Run 1, drive-strength map:
Scale: 3 px per µm.
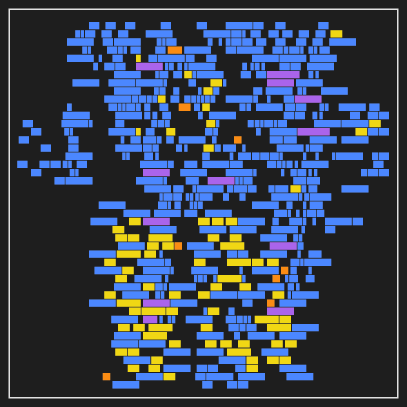
Run 1, routing congestion:
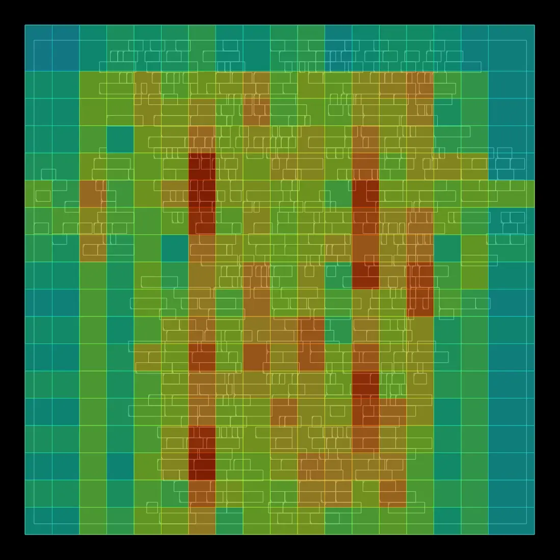
Run 1, signal wires on met1:
Scale: 4 px per µm.
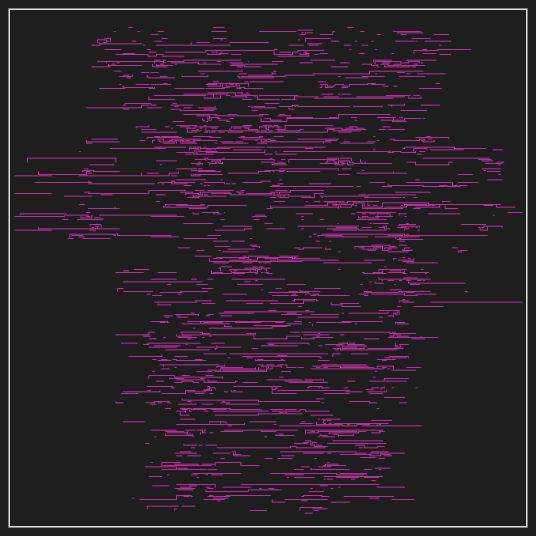
Run 1, a small window of the routed layout:
Window x 20 to 45, y 84 to 109 µm. Cells in grey, sequential cells in the stronger grey; small squares are vias.
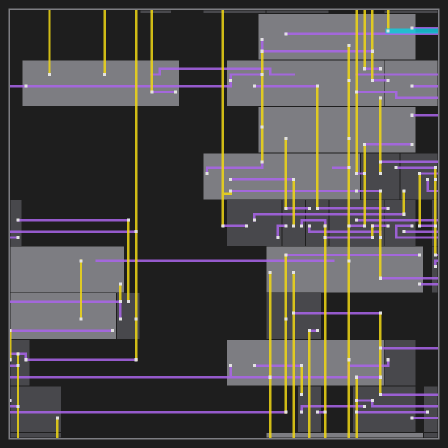
--- src/rtl/vga_fb_arbiter_if.sv ---
// rtl/vga_fb_arbiter_if.sv - display, camera and frame-buffer RAM signals of the arbiter
interface vga_fb_arbiter_if #(
  parameter int ADDR_W = 19,
  parameter int DATA_W = 3
);
  logic              frame_start;
  logic              pix_read;
  logic [DATA_W-1:0] pix_data;
  logic              underflow;
  logic              cam_req;
  logic [ADDR_W-1:0] cam_addr;
  logic [DATA_W-1:0] cam_data;
  logic              cam_ack;
  logic              mem_en;
  logic              mem_we;
  logic [ADDR_W-1:0] mem_addr;
  logic [DATA_W-1:0] mem_wdata;
  logic [DATA_W-1:0] mem_rdata;

  modport slave (
    input  frame_start, pix_read, cam_req, cam_addr, cam_data, mem_rdata,
    output pix_data, underflow, cam_ack, mem_en, mem_we, mem_addr, mem_wdata
  );

  modport master (
    output frame_start, pix_read, cam_req, cam_addr, cam_data, mem_rdata,
    input  pix_data, underflow, cam_ack, mem_en, mem_we, mem_addr, mem_wdata
  );
endinterface

--- src/rtl/vga_fb_arbiter.sv ---
// rtl/vga_fb_arbiter.sv - single-port frame-buffer arbiter: display prefetch FIFO vs camera writes
module vga_fb_arbiter #(
  parameter int ADDR_W     = 19,
  parameter int DATA_W     = 3,
  parameter int NUM_PIX    = 307200,
  parameter int FIFO_DEPTH = 16,
  parameter int FIFO_LOW   = 8
) (
  input  logic            clk_25,
  input  logic            rst_n,
  vga_fb_arbiter_if.slave bus
);
  localparam int PTR_W = $clog2(FIFO_DEPTH);
  localparam int LVL_W = PTR_W + 1;
  localparam int SUM_W = LVL_W + 1;
  localparam logic [ADDR_W-1:0] LAST_ADDR = ADDR_W'(NUM_PIX - 1);

  typedef enum logic [1:0] {GNT_IDLE, GNT_READ, GNT_WRITE} gnt_e;

  logic [DATA_W-1:0] fifo_q [FIFO_DEPTH];
  logic [DATA_W-1:0] fifo_d [FIFO_DEPTH];
  logic [PTR_W-1:0]  wr_ptr_q, wr_ptr_d, rd_ptr_q, rd_ptr_d;
  logic [LVL_W-1:0]  level_q, level_d;
  logic [1:0]        inflight_q, inflight_d;
  logic [ADDR_W-1:0] rd_addr_q, rd_addr_d;
  logic              done_q, done_d;
  logic              underflow_q, underflow_d;
  logic              mem_en_q, mem_en_d, mem_we_q, mem_we_d;
  logic [ADDR_W-1:0] mem_addr_q, mem_addr_d;
  logic [DATA_W-1:0] mem_wdata_q, mem_wdata_d;
  logic              cam_ack_q, cam_ack_d;
  logic              ret_vld_q, ret_vld_d, ret_live_q, ret_live_d;

  gnt_e              gnt;
  logic [SUM_W-1:0]  occ;
  logic              rd_ok, urgent, wr_ok, push, pop;

  // occ counts FIFO entries plus reads whose data has not landed yet
  always_comb begin
    occ    = SUM_W'(level_q) + SUM_W'(inflight_q);
    rd_ok  = ~done_q & (occ < SUM_W'(FIFO_DEPTH));
    urgent = occ < SUM_W'(FIFO_LOW);
    wr_ok  = bus.cam_req & ~cam_ack_q;
    push   = ret_vld_q & ret_live_q & ~bus.frame_start;
    pop    = bus.pix_read & (level_q != '0) & ~bus.frame_start;
    gnt    = GNT_IDLE;
    if (!bus.frame_start) begin
      if (rd_ok && urgent)  gnt = GNT_READ;
      else if (wr_ok)       gnt = GNT_WRITE;
      else if (rd_ok)       gnt = GNT_READ;
    end
  end

  always_comb begin
    fifo_d      = fifo_q;
    wr_ptr_d    = wr_ptr_q;
    rd_ptr_d    = rd_ptr_q;
    level_d     = level_q + LVL_W'(push) - LVL_W'(pop);
    inflight_d  = inflight_q + {1'b0, (gnt == GNT_READ)} - {1'b0, ret_vld_q};
    rd_addr_d   = rd_addr_q;
    done_d      = done_q;
    underflow_d = underflow_q;
    mem_en_d    = 1'b0;
    mem_we_d    = 1'b0;
    mem_addr_d  = mem_addr_q;
    mem_wdata_d = mem_wdata_q;
    cam_ack_d   = 1'b0;
    ret_vld_d   = mem_en_q & ~mem_we_q;
    // a beat on the RAM bus during a flush belongs to the old frame
    ret_live_d  = ~bus.frame_start;

    case (gnt)
      GNT_READ: begin
        mem_en_d   = 1'b1;
        mem_addr_d = rd_addr_q;
        if (rd_addr_q == LAST_ADDR) done_d = 1'b1;
        else                        rd_addr_d = rd_addr_q + ADDR_W'(1);
      end
      GNT_WRITE: begin
        mem_en_d    = 1'b1;
        mem_we_d    = 1'b1;
        mem_addr_d  = bus.cam_addr;
        mem_wdata_d = bus.cam_data;
        cam_ack_d   = 1'b1;
      end
      default: ;
    endcase

    if (push) begin
      fifo_d[wr_ptr_q] = bus.mem_rdata;
      wr_ptr_d         = wr_ptr_q + PTR_W'(1);
    end
    if (pop) rd_ptr_d = rd_ptr_q + PTR_W'(1);

    if (bus.frame_start) begin
      wr_ptr_d    = '0;
      rd_ptr_d    = '0;
      level_d     = '0;
      rd_addr_d   = '0;
      done_d      = 1'b0;
      underflow_d = 1'b0;
    end else if (bus.pix_read && level_q == '0) begin
      underflow_d = 1'b1;
    end
  end

  always_ff @(posedge clk_25 or negedge rst_n) begin
    if (!rst_n) begin
      for (int i = 0; i < FIFO_DEPTH; i++) fifo_q[i] <= '0;
      wr_ptr_q    <= '0;
      rd_ptr_q    <= '0;
      level_q     <= '0;
      inflight_q  <= '0;
      rd_addr_q   <= '0;
      done_q      <= 1'b0;
      underflow_q <= 1'b0;
      mem_en_q    <= 1'b0;
      mem_we_q    <= 1'b0;
      mem_addr_q  <= '0;
      mem_wdata_q <= '0;
      cam_ack_q   <= 1'b0;
      ret_vld_q   <= 1'b0;
      ret_live_q  <= 1'b0;
    end else begin
      fifo_q      <= fifo_d;
      wr_ptr_q    <= wr_ptr_d;
      rd_ptr_q    <= rd_ptr_d;
      level_q     <= level_d;
      inflight_q  <= inflight_d;
      rd_addr_q   <= rd_addr_d;
      done_q      <= done_d;
      underflow_q <= underflow_d;
      mem_en_q    <= mem_en_d;
      mem_we_q    <= mem_we_d;
      mem_addr_q  <= mem_addr_d;
      mem_wdata_q <= mem_wdata_d;
      cam_ack_q   <= cam_ack_d;
      ret_vld_q   <= ret_vld_d;
      ret_live_q  <= ret_live_d;
    end
  end

  assign bus.pix_data  = (level_q != '0) ? fifo_q[rd_ptr_q] : '0;
  assign bus.underflow = underflow_q;
  assign bus.cam_ack   = cam_ack_q;
  assign bus.mem_en    = mem_en_q;
  assign bus.mem_we    = mem_we_q;
  assign bus.mem_addr  = mem_addr_q;
  assign bus.mem_wdata = mem_wdata_q;
endmodule

--- src/flat_wrapper.sv ---
// flat-port wrapper written by rule: the top's interface ports become plain ports
module vga_fb_arbiter_flat 
#(
  parameter int ADDR_W     = 19,
  parameter int DATA_W     = 3,
  parameter int NUM_PIX    = 307200,
  parameter int FIFO_DEPTH = 16,
  parameter int FIFO_LOW   = 8
)
  (clk_25, rst_n, bus_frame_start, bus_pix_read, bus_cam_req, bus_cam_addr, bus_cam_data, bus_mem_rdata, bus_pix_data, bus_underflow, bus_cam_ack, bus_mem_en, bus_mem_we, bus_mem_addr, bus_mem_wdata);
  vga_fb_arbiter_if #(.ADDR_W(ADDR_W), .DATA_W(DATA_W)) bus_i ();
  input  logic clk_25;
  input  logic rst_n;
  input wire logic [$bits(bus_i.frame_start)-1:0] bus_frame_start;
  input wire logic [$bits(bus_i.pix_read)-1:0] bus_pix_read;
  input wire logic [$bits(bus_i.cam_req)-1:0] bus_cam_req;
  input wire logic [$bits(bus_i.cam_addr)-1:0] bus_cam_addr;
  input wire logic [$bits(bus_i.cam_data)-1:0] bus_cam_data;
  input wire logic [$bits(bus_i.mem_rdata)-1:0] bus_mem_rdata;
  output wire logic [$bits(bus_i.pix_data)-1:0] bus_pix_data;
  output wire logic [$bits(bus_i.underflow)-1:0] bus_underflow;
  output wire logic [$bits(bus_i.cam_ack)-1:0] bus_cam_ack;
  output wire logic [$bits(bus_i.mem_en)-1:0] bus_mem_en;
  output wire logic [$bits(bus_i.mem_we)-1:0] bus_mem_we;
  output wire logic [$bits(bus_i.mem_addr)-1:0] bus_mem_addr;
  output wire logic [$bits(bus_i.mem_wdata)-1:0] bus_mem_wdata;
  assign bus_i.frame_start = bus_frame_start;
  assign bus_i.pix_read = bus_pix_read;
  assign bus_i.cam_req = bus_cam_req;
  assign bus_i.cam_addr = bus_cam_addr;
  assign bus_i.cam_data = bus_cam_data;
  assign bus_i.mem_rdata = bus_mem_rdata;
  assign bus_pix_data = bus_i.pix_data;
  assign bus_underflow = bus_i.underflow;
  assign bus_cam_ack = bus_i.cam_ack;
  assign bus_mem_en = bus_i.mem_en;
  assign bus_mem_we = bus_i.mem_we;
  assign bus_mem_addr = bus_i.mem_addr;
  assign bus_mem_wdata = bus_i.mem_wdata;
  vga_fb_arbiter #(.ADDR_W(ADDR_W), .DATA_W(DATA_W), .NUM_PIX(NUM_PIX), .FIFO_DEPTH(FIFO_DEPTH), .FIFO_LOW(FIFO_LOW)) u_core (.clk_25(clk_25), .rst_n(rst_n), .bus(bus_i));
endmodule
--- config.mk ---
export PLATFORM = sky130hd
export DESIGN_NAME = vga_fb_arbiter_flat
export DESIGN_NICKNAME = d
export VERILOG_FILES = /design/src/rtl/vga_fb_arbiter_if.sv /design/src/rtl/vga_fb_arbiter.sv /design/src/flat_wrapper.sv
export SDC_FILE = /design/constraint.sdc
export NUM_CORES = 1
export LEC_CHECK = 0
export CORE_MARGIN = 2
export CORE_UTILIZATION = 35
export CTS_CLUSTER_SIZE = 12
export DETAILED_ROUTE_END_ITERATION = 10
export SYNTH_ARGS = -nofsm -noshare
export SYNTH_HDL_FRONTEND = slang
export SYNTH_SLANG_ARGS = --single-unit
--- constraint.sdc ---
create_clock -name clk_25 -period 4.5 [get_ports clk_25]
set_input_delay 0.45 -clock clk_25 [delete_from_list [all_inputs] [get_ports clk_25]]
set_output_delay 0.45 -clock clk_25 [all_outputs]
set_load 0.02 [all_outputs]
==> reports/results.ini, run 1 <==
[run_status]
outcome=finished clean

[cells_and_area]
drive_above_1_share_pct=18.1
stdcell_count=731
mostFrequentLayoutCells=110 x dfrtp_1, 57 x clkdlybuf4s50_1, 52 x mux2_2, 44 x nor2_1, 36 x nand2_1
comb_share_pct=38.9
buffer_area_share_pct=9.18
sh_seq_area_pct=42.1
fillers=1419
largest_register_ffs=48
top_register=u_core.fifo_q
flop-count=110
clock_cell_area_share_pct=4.96
clock_buffers=10

[worst_setup_path]
cp-startpoint=u_core.inflight_q[1]$_DFF_PN0_
worst-setup-path-type=register to register
cpLargestDelayFamily=AND-OR/OR-AND gates
worstSetupStartpointType=register
crit_path_end_kind=register
r2r-end=u_core.rd_addr_q[13]$_DFFE_PN0P_
worstPathRequired_ns=4.74
rrSetupSlack_ns=1.09
arrival_ns=3.65

[floorplan]
die_w_um=129
rows=45
initial_core_util_pct=35.8
dieArea_um2=16600

[detailed_routing]
wl_per_cell_um=15.8
wl_met3_um=379
viasPerCell=5.01
remaining_drc_errors=0
drt_iter0_markers=382

[synthesis]
synthCells=467
ys_sh_simple_pct=12.2
top_cell=dfrtp_1
ys_top_cells_by_count=110 x dfrtp_1, 52 x mux2_2, 44 x nor2_1
ys_seq_share_pct=50.3
netlist.area_leader.share_pct=50.3
netlist_area_um2=5470
synthArstFlopShare_pct=100
syn_nets=517
ys_ff=110
adder_share_pct=4.71
ys.flop_type=dfrtp_1

[place]
place_inst=715
place_congestion=0.748
placed_cell_area_um2=6210

[global_routing]
antenna_found_initial=0
grt_start_max_net_pins=79
grt_pass1_wl_mm=19.3
gr-usage-met2_pct=22.8
busiest_layer=met2

[power]
pwr-share-seq_pct=40.5
switching_share_pct=32.6
ir_drop_mv=0.243
pg_clk_mw=0.862
pwr-share-comb_pct=32.4
p_comb_mw=1.03
p_leak_nw=2.78
seq_power_mw=1.29

[worst_hold_path]
hp-class=input pin to asynchronous set/reset pin

[final_timing]
hold_ws_ns=0.239
setup_violations=0
fin_crit_ns=3.41
slew_viol_final=0
rsz0062_at_grt=false
fin_setup_tns_ns=0

[clock_network]
cts.sinks=110
clock_latency_ns=0.35
post_cts_buffers=0
cts_tree=yes
cts_buffers=9

Notes on 'drive-strength map' above:
_0 and _1 cells: marked blue, cells 426, share 82%. _3 and _4 cells: marked orange, cells 8, share 1.5%. _6 and larger: marked purple, cells 12, share 2.3%. _2 cells: marked yellow, cells 74, share 14%.
bufs w/o clock: 61
Area Growth Syn to Fin: 19.6%
final instance area: 6540 µm²
worst setup slack after layout: 1.09 ns

Notes on 'routing congestion' above:
All-Layer GR Usage: 14.9%
routing usage on met1: 21.1%
Final Util: 42.9%

Notes on 'signal wires on met1' above:
The wires run mostly horizontal. The layer carries 5610 µm of wire.
final wirelength: 11.6 mm
vias: 3665

Notes on 'a small window of the routed layout' above:
metal 2: marked yellow. metal 3: marked cyan. metal 1: marked purple.
Netlist names of flops here include u_core.rd_addr_q (6), u_core.bus.mem_addr (3). 23 logic cells have their middle in the window. Sequential cells in the window: 9. Most frequent: dfrtp_1 (9), xnor2_1 (3), nor2_1 (3).

Run 1, cells coloured by class:
Scale: 3 px per µm.
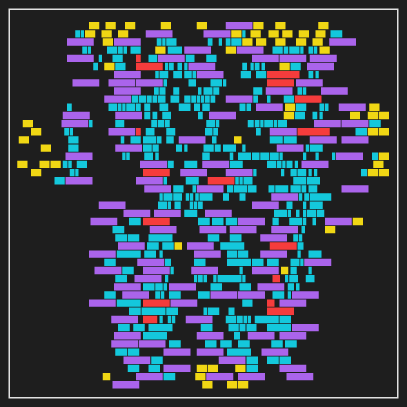

==> run 1 -> run 2 <==
==> constraint.sdc (replaced) <==
create_clock -name clk_25 -period 3.3 [get_ports clk_25]
set_input_delay 0.33 -clock clk_25 [delete_from_list [all_inputs] [get_ports clk_25]]
set_output_delay 0.33 -clock clk_25 [all_outputs]
set_load 0.02 [all_outputs]
Run 2, cells coloured by class:
Scale: 3 px per µm.
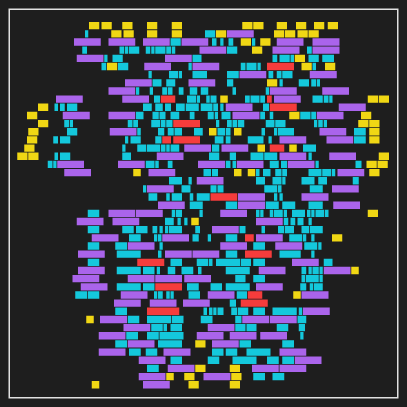
flops: marked purple, cells 110. other buffers and delay cells: marked yellow, cells 71. clock drivers and dummy loads: marked red, cells 16. combinational and other logic: marked cyan, cells 333.

==> reports/results.ini, run 2 <==
[worst_setup_path]
cp_num_buf_inv=1
crit_path_end_kind=register
cpLargestDelayFamily=AND-OR/OR-AND gates
cp-startpoint=u_core.level_q[1]$_DFF_PN0_
worst-setup-path-type=register to register
worstSetupStartpointType=register
arrival_ns=3.37
r2r-end=u_core.rd_addr_q[13]$_DFFE_PN0P_
rrSetupSlack_ns=0.17
worstPathRequired_ns=3.53

[cells_and_area]
largest_register_ffs=48
design_area_um2=6630
area_growth_pct=21.3
nNonClkInverters=14
drive_above_1_share_pct=20.4
mostFrequentLayoutCells=110 x dfrtp_1, 57 x clkdlybuf4s50_1, 52 x mux2_2, 44 x nor2_1, 36 x nand2_1
fillers=1430
comb_share_pct=38.7
n_all_buffers=71
top_register=u_core.fifo_q
comb_cells=319
stdcell_count=741
postLayoutCoreUtil_pct=43.5
clock_cell_area_share_pct=4.81

[power]
pg_clk_mw=1.15
seq_power_mw=1.72
pwr-share-seq_pct=39.3
switching_share_pct=33.0
p_comb_mw=1.51
pwr-share-comb_pct=34.5
ir_drop_mv=0.300

[global_routing]
grt_use_total_pct=15.5
gr-usage-met2_pct=24.6
busiest_layer=met2
grt_start_max_net_pins=48
grt_use_met1_pct=22.2
grt_pass1_wl_mm=20.5
antenna_found_initial=0

[clock_network]
cts_tree=yes
post_cts_buffers=0
clock_latency_ns=0.35
cts_buffers=9

[synthesis]
top_cell=dfrtp_1
netlist_area_um2=5470
yosys.area_share.aoi_pct=5.35
adder_share_pct=4.71
ys.flop_type=dfrtp_1
ys_top_cells_by_count=110 x dfrtp_1, 52 x mux2_2, 44 x nor2_1
ys_sh_simple_pct=12.2
synthArstFlopShare_pct=100
ys_seq_share_pct=50.3
synthCells=467
ys_ff=110

[run_status]
outcome=finished clean

[floorplan]
num_io_pins=59
dieArea_um2=16600
initial_core_util_pct=35.8
die_w_um=129
rows=45

[detailed_routing]
wl_met3_um=235
wl_per_cell_um=16.3
drt_iter0_markers=247
routed_wl_mm=12.1
num_vias=3691
remaining_drc_errors=0
viasPerCell=4.98

[final_timing]
rsz0062_at_grt=false
setup_violations=0
hold_ws_ns=0.00681
fin_crit_ns=3.13
fin_ws_ns=0.168
fin_setup_tns_ns=0

[place]
placed_cell_area_um2=6300
place_congestion=0.789
place_inst=725

[worst_hold_path]
hp-class=input pin to asynchronous set/reset pin

Power is estimated from default activity; no workload was simulated.
